--- src/rtl/dds_pkg.sv ---
// Shared definitions for the DDS phase scheduler.
// Contents: FSM state encoding, quadrant codes (top two accumulator bits) and
// default widths used by the scheduler and its phase accumulator.
package dds_pkg;

  typedef enum logic [1:0] {
    StIdle     = 2'd0,
    StRun      = 2'd1,
    StStopping = 2'd2
  } dds_state_e;

  // Quadrant codes: acc[ACC_W-1:ACC_W-2]
  localparam logic [1:0] Quad0 = 2'd0;  // rising, positive
  localparam logic [1:0] Quad1 = 2'd1;  // falling, positive
  localparam logic [1:0] Quad2 = 2'd2;  // rising (mirrored), negative
  localparam logic [1:0] Quad3 = 2'd3;  // falling (mirrored), negative

  localparam int unsigned DefaultAccW  = 16;
  localparam int unsigned DefaultAddrW = 6;
  localparam int unsigned DefaultCntW  = 8;

endpackage

--- src/rtl/dds_phase_scheduler_phase_accumulator.sv ---
// Phase accumulator: ACC_W-bit register updated with acc + ftw when enabled.
// Ports:
//   clk   - clock, rising edge
//   rst   - asynchronous active-high reset (acc -> 0)
//   en    - accumulate this cycle
//   clr   - synchronous clear, wins over en
//   ftw   - frequency tuning word added every enabled cycle
//   acc   - current phase
//   carry - the enabled add overflows this cycle (phase wraps at the next edge)
module phase_accumulator
  import dds_pkg::*;
#(
  parameter int unsigned ACC_W = DefaultAccW
) (
  input  logic             clk,
  input  logic             rst,
  input  logic             en,
  input  logic             clr,
  input  logic [ACC_W-1:0] ftw,
  output logic [ACC_W-1:0] acc,
  output logic             carry
);

  logic [ACC_W:0] sum;

  always_comb begin
    sum   = {1'b0, acc} + {1'b0, ftw};
    carry = en & sum[ACC_W];
  end

  always_ff @(posedge clk or posedge rst) begin
    if (rst) begin
      acc <= '0;
    end else if (clr) begin
      acc <= '0;
    end else if (en) begin
      acc <= sum[ACC_W-1:0];
    end
  end

endmodule

--- src/rtl/dds_phase_scheduler.sv ---
// DDS phase scheduler for a quarter-wave sine datapath.
// Owns the phase accumulator, start/stop/burst control and glitch-free retuning
// (a new tuning word only takes effect when the phase wraps to zero).
// Ports:
//   clk, rst      - clock and asynchronous active-high reset
//   start         - begin generation (IDLE only)
//   stop          - finish the current period, then return to IDLE
//   ftw_in        - tuning word; ftw_load latches it into the shadow register
//   burst_len     - periods per burst, 0 = continuous (captured on start)
//   addr          - quarter-wave LUT address (raw accumulator bits)
//   phase_pos     - 1 on rising-slope quadrants (0 and 2)
//   sign_bit      - 1 on negative quadrants (2 and 3)
//   sample_valid  - addr/phase_pos/sign_bit carry a live sample
//   cycle_done    - one-cycle pulse after each accumulator wrap
//   ftw_ack       - one-cycle pulse when a loaded word becomes active
//   busy          - not IDLE
module dds_phase_scheduler
  import dds_pkg::*;
#(
  parameter int unsigned ACC_W  = DefaultAccW,
  parameter int unsigned ADDR_W = DefaultAddrW,
  parameter int unsigned CNT_W  = DefaultCntW
) (
  input  logic              clk,
  input  logic              rst,
  input  logic              start,
  input  logic              stop,
  input  logic [ACC_W-1:0]  ftw_in,
  input  logic              ftw_load,
  input  logic [CNT_W-1:0]  burst_len,
  output logic [ADDR_W-1:0] addr,
  output logic              phase_pos,
  output logic              sign_bit,
  output logic              sample_valid,
  output logic              cycle_done,
  output logic              ftw_ack,
  output logic              busy
);

  dds_state_e state_q, state_d;

  logic [ACC_W-1:0] ftw_active_q, ftw_active_d;
  logic [ACC_W-1:0] ftw_shadow_q, ftw_shadow_d;
  logic             pending_q, pending_d;
  logic [CNT_W-1:0] count_q, count_d;
  logic [CNT_W-1:0] burst_q, burst_d;
  logic             cycle_done_q, cycle_done_d;
  logic             ftw_ack_q, ftw_ack_d;

  logic [ACC_W-1:0] acc;
  logic             acc_en;
  logic             acc_clr;
  logic             wrap;
  logic [CNT_W-1:0] count_inc;
  logic             burst_end;
  logic [1:0]       quad;

  assign acc_en    = (state_q != StIdle);
  assign acc_clr   = (state_d == StIdle);
  assign count_inc = count_q + CNT_W'(1);
  assign burst_end = wrap && (burst_q != '0) && (count_inc == burst_q);

  phase_accumulator #(
    .ACC_W (ACC_W)
  ) u_phase_accumulator (
    .clk   (clk),
    .rst   (rst),
    .en    (acc_en),
    .clr   (acc_clr),
    .ftw   (ftw_active_q),
    .acc   (acc),
    .carry (wrap)
  );

  // State register
  always_ff @(posedge clk or posedge rst) begin
    if (rst) begin
      state_q <= StIdle;
    end else begin
      state_q <= state_d;
    end
  end

  // Next-state logic
  always_comb begin
    state_d = state_q;
    unique case (state_q)
      StIdle: begin
        if (start && !stop) state_d = StRun;
      end
      StRun: begin
        if (burst_end) begin
          state_d = StIdle;
        end else if (stop) begin
          state_d = StStopping;
        end
      end
      StStopping: begin
        // A zero tuning word would never wrap, so leave without waiting.
        if (wrap || (ftw_active_q == '0)) state_d = StIdle;
      end
      default: state_d = StIdle;
    endcase
  end

  // Tuning-word, burst counter and pulse registers
  always_ff @(posedge clk or posedge rst) begin
    if (rst) begin
      ftw_active_q <= '0;
      ftw_shadow_q <= '0;
      pending_q    <= 1'b0;
      count_q      <= '0;
      burst_q      <= '0;
      cycle_done_q <= 1'b0;
      ftw_ack_q    <= 1'b0;
    end else begin
      ftw_active_q <= ftw_active_d;
      ftw_shadow_q <= ftw_shadow_d;
      pending_q    <= pending_d;
      count_q      <= count_d;
      burst_q      <= burst_d;
      cycle_done_q <= cycle_done_d;
      ftw_ack_q    <= ftw_ack_d;
    end
  end

  always_comb begin
    ftw_active_d = ftw_active_q;
    ftw_shadow_d = ftw_shadow_q;
    pending_d    = pending_q;
    count_d      = count_q;
    burst_d      = burst_q;
    cycle_done_d = 1'b0;
    ftw_ack_d    = 1'b0;

    if (state_q == StIdle) begin
      // No phase to protect while idle: retune immediately.
      if (ftw_load) begin
        ftw_shadow_d = ftw_in;
        ftw_active_d = ftw_in;
        ftw_ack_d    = 1'b1;
      end
      if (start && !stop) begin
        burst_d = burst_len;
        count_d = '0;
      end
    end else begin
      if (wrap) begin
        cycle_done_d = 1'b1;
        count_d      = count_inc;
        if (pending_q) begin
          ftw_active_d = ftw_shadow_q;
          pending_d    = 1'b0;
          ftw_ack_d    = 1'b1;
        end
      end
      // Evaluated after the wrap so a load coinciding with a wrap stays
      // pending for the following wrap.
      if (ftw_load) begin
        ftw_shadow_d = ftw_in;
        pending_d    = 1'b1;
      end
    end
  end

  // Output decode (registers only)
  assign quad = acc[ACC_W-1:ACC_W-2];

  always_comb begin
    sample_valid = (state_q != StIdle);
    busy         = (state_q != StIdle);
    addr         = sample_valid ? acc[ACC_W-3 -: ADDR_W] : '0;
    phase_pos    = sample_valid && ((quad == Quad0) || (quad == Quad2));
    sign_bit     = sample_valid && ((quad == Quad2) || (quad == Quad3));
    cycle_done   = cycle_done_q;
    ftw_ack      = ftw_ack_q;
  end

endmodule
--- config.mk ---
export PLATFORM = sky130hd
export DESIGN_NAME = dds_phase_scheduler
export DESIGN_NICKNAME = d
export VERILOG_FILES = /design/src/rtl/dds_pkg.sv /design/src/rtl/dds_phase_scheduler_phase_accumulator.sv /design/src/rtl/dds_phase_scheduler.sv
export SDC_FILE = /design/constraint.sdc
export NUM_CORES = 1
export LEC_CHECK = 0
export CAP_MARGIN = 20
export CORE_UTILIZATION = 50
export DETAILED_ROUTE_END_ITERATION = 10
export HOLD_SLACK_MARGIN = 0.03
export PLACE_DENSITY = 0.8
export SLEW_MARGIN = 5
export SYNTH_ARGS = -nofsm -noshare
export SYNTH_HDL_FRONTEND = slang
export SYNTH_SLANG_ARGS = --single-unit
--- constraint.sdc ---
create_clock -name clk -period 3.2 [get_ports clk]
set_input_delay 0.64 -clock clk [delete_from_list [all_inputs] [get_ports clk]]
set_output_delay 0.64 -clock clk [all_outputs]
set_load 0.02 [all_outputs]
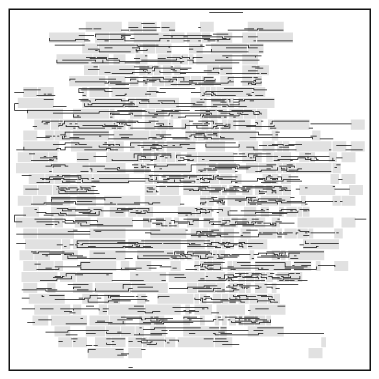
Figure 1: signal wires on met1.
(4 px per um)
nets with wire on the layer = 420
main direction = horizontal
share of all routed wire = 47%
met1 Use GR: 0.3213
via count: 2,926

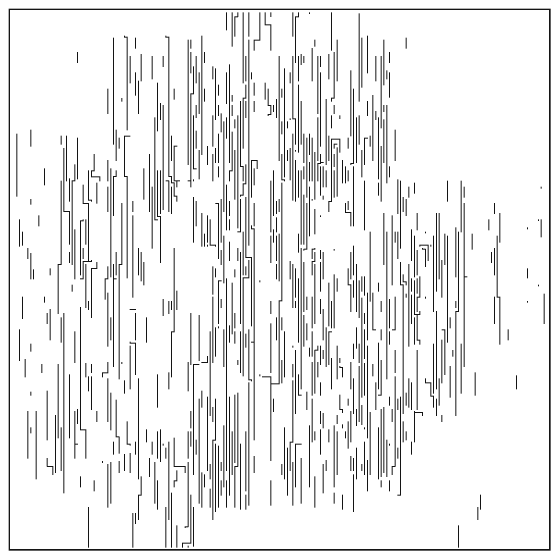
Figure 2: the metal 2 layer.
(6 px per um)
wire length on this layer = 3,740 um
share of all routed wire = 46%
main direction = vertical
met2 GRT Util: 0.3397
WL final: 8169 um

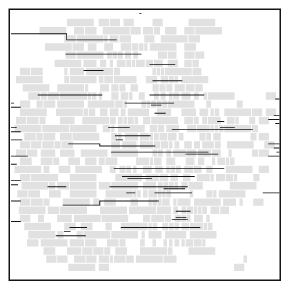
Figure 3: the metal 3 layer.
(3 px per um)
share of all routed wire = 6.6%
nets with wire on the layer = 48
met3 usage: 0.03807

==> ci_impl_report.md <==
## Synthesis and layout report

| Metric | Value |
|---|---|
| Status | `finished, final reports clean` |
| FP Core Util | `0.5238` |
| Busiest grt layer | `met2` |
| Crit path cell chain | `ha_1, inv_1, fa_1, nor2b_1, o31ai_1, a21boi_0, o311ai_1, o21a_2, inv_2, nand2_2, o221a_2` |
| Worst skew pair latency | `0.34 ns` |
| Mean Syn Cell Area | `between 10 and 15 sq um` |
| Slew HR | `0.5410` |
| Synth top cell by count | `dfrtp_1` |
| DRC Markers | `0` |
| Arr. time, crit path | `between 3 and 4 ns` |
| CTS tree | `built` |
| CTS clk-pin slew, worst paths | `roughly 0.07 ns` |
| Gate Area | `around 2000 sq um` |
| Launch point of the worst hold path | `u_phase_accumulator.acc[13]` |
| Max Fclk | `around 350 MHz` |
| Top cells by area | `dfrtp_1 45%, mux2_2 7.0%, ha_1 5.5%, o221a_2 4.7%, a21oi_1 3.5%` |
| GRT Util Overall | `0.2225` |
| Post-Place Worst Slack | `0.2135 ns` |
| Int Power | `2.772 mW` |
| Yosys cell types | `approximately 60` |
| Num rows | `31` |
| Clock tree buffer depth | `2` |
| Overall Power | `about 4.9 mW` |
| H-tree Lvls | `3` |
| Die Span X | `89.86 um` |
| DIE HEIGHT | `around 90 um` |
| Cell family with the largest share of critical-path delay | `AND-OR/OR-AND gates` |
| Detail Route Antenna Nets | `0` |
| Die area | `between 8000 and 9000 sq um` |
| RSZ-0062 raised after global routing | `false` |
| Post-DP HPWL | `6117 um` |
| Post-synth EDFFs | `0` |
| Chip area in the Yosys report | `3860 sq um` |
| Pleak | `1.901 nW` |
| Final slew viol count | `0` |
| Core ar. | `7370 sq um` |
| Comb power frac | `0.544` |
| Clock power frac | `0.140` |
| Main flop type | `dfrtp_1` |
| Synthesized instance count | `between 300 and 400` |
| Pwr dens | `between 1000 and 1500 nW/um^2` |
| Critical path type | `flip-flop to flip-flop` |
| Crit path from | `ftw_active_q[0]` |
| Synth warn | `0` |
| CP required | `~3.4 ns` |
| Tool warning count | `26` |
| Yosys top cell by area | `dfrtp_1` |
| Critical Path Start Type | `flip-flop` |
| Worst r2r src | `ftw_active_q[0]` |
| Final worst slack | `~0.31 ns` |
| Worst Max-Slew Pin Slew | `~0.69 ns` |
| Largest net degree at the start of global routing | `28` |
| Max-area cell share | `0.4473` |
| Post-route clock period utilization | `0.9026` |
| Syn_nets | `between 400 and 500` |
| Antenna Cells | `0` |
| Layout cell share with drive strength beyond 1 | `0.2302` |
| WP buf/inv | `2` |
| Routability Congestion | `between 0.8 and 0.9` |
| CP max stage delay | `~0.38 ns` |
| CTS Sinks | `around 69` |
| Sw Ratio | `0.4295` |
| Root Buffer | `clkbuf_8` |
| Number of global-route vias before repair | `about 2.9k` |
| Mapped Area | `3860 sq um` |
| Final setup viols | `0` |
| Skew final | `0.007548 ns` |
| Total global routing overflow | `0` |
| Cell count in the Yosys report | `~370` |
| Commonest cells post-synth | `69 x dfrtp_1, 27 x a21oi_1, 25 x nor2_1` |
| Final TNS setup | `0 ns` |
| Sequential power share | `0.316` |
| Min Tclk post-route | `just under 3 ns` |
| Layout Area Growth over Synthesis | `17.67%` |
| Global-route wire length before repair | `14,370 um` |
| Register bit total from synthesis | `slightly below 70` |
| Register area | `about 1700 sq um` |
| Hold Violations, Final | `0` |
power by group through the flow:
stage,clock network [mW],registers (mW),logic [mW]
6_report,0.680,1.54,2.64
5_1_grt,0.730,1.58,2.95
4_1_cts,0.689,1.53,2.64
3_3_place_gp,0,1.53,2.55
2_1_floorplan,0,1.42,2.13
3_5_place_dp,0,1.54,2.63
tightest hold or removal path: stages, from the launching register on:
cell	delay [ns]
dfrtp_1	0.37
nand2_1	0.05
o21ai_0	0.06
registers in the layout, summed over array words and instances (netlist names):
name	flops
pending_q	1
count_q	8
cycle_done	1
ftw_shadow_q	16
state_q	2
u_phase_accumulator.acc	16
burst_q	8
ftw_ack	1
ftw_active_q	16
what timing repair did:
action | 4_1_cts | 5_1_grt
endpoints found under the setup margin | 0 | 16
resized | 0 | 1
hold buffers | 0 | 0
buffers inserted | 0 | 0
cell families (layout without fill, tap and decap cells):
kind of cell | count (synthesis) | count (layout) | share of synthesized area
DFF | 69 | 69 | 0.4473
xor gates and xnor gates | 17 | 17 | 0.03858
and+or+nand+nor | 111 | 111 | 0.1549
buffers and inverters | 28 | 76 | 0.03662
muxes | 24 | 24 | 0.07002
adders and majority gates | 18 | 18 | 0.06029
AOI/OAI and AO/OA | 102 | 102 | 0.1922
area by class of cell:
| cell class | instances | area share |
|---|---|---|
| multi-input combinational | 272 | 0.4388 |
| sequential | 69 | 0.3802 |
| timing repair buffer | 47 | 0.09972 |
| clock buffer | 12 | 0.03636 |
| tap | 99 | 0.02727 |
| inverter | 13 | 0.01074 |
| clock inverter | 4 | 0.006887 |
cells in the final DEF (no fill, tap or decap), drive strengths merged, types with 16 or more instances in the layout:
| cell type | Yosys | final |
|---|---|---|
| nand2 | 23 | 23 |
| a21oi | 27 | 27 |
| dfrtp | 69 | 69 |
| ha | 17 | 17 |
| mux2 | 24 | 24 |
| nor2 | 25 | 25 |
| or2 | 18 | 18 |
| o221a | 16 | 16 |
| o21ai | 17 | 17 |
| clkdlybuf4s50 | 0 | 40 |
routing by layer:
layer | vias to the layer above | routed length, um
met5 | - | 0
met4 | 0 | 91
met3 | 10 | 537
met2 | 86 | 3738
met1 | 1396 | 3802
li1 | 1434 | -
per-stage QoR:
step | utilization | cells | cell area, sq um | hold WS [ns]
after floorplan | - | 369 | 3860 | 0.4672
after global routing | 0.6163 | 516 | 4542 | 0.5283
after global placement | 0.5895 | 500 | 4344 | 0.4916
after CTS | 0.6161 | 516 | 4541 | 0.5170
final | 0.6163 | 516 | 4542 | 0.5124
after detailed placement | 0.5895 | 500 | 4344 | 0.5008
final timing paths:
| kind | endpoint | slack [ns] | cells past startpoint |
|---|---|---|---|
| worst max-delay path | ftw_active_q[10] | 0.31 | 11 |
| worst min register to register | u_phase_accumulator.acc[13] | 0.51 | 2 |
| min in group asynchronous | ftw_active_q[0] | 0.68 | 2 |
| max in group asynchronous | ftw_active_q[4] | 1.79 | 3 |
| worst min-delay path | u_phase_accumulator.acc[13] | 0.51 | 2 |
| worst max register to register | ftw_active_q[10] | 0.31 | 11 |
Power figures rest on the tool's default switching activity, not on a simulated workload.
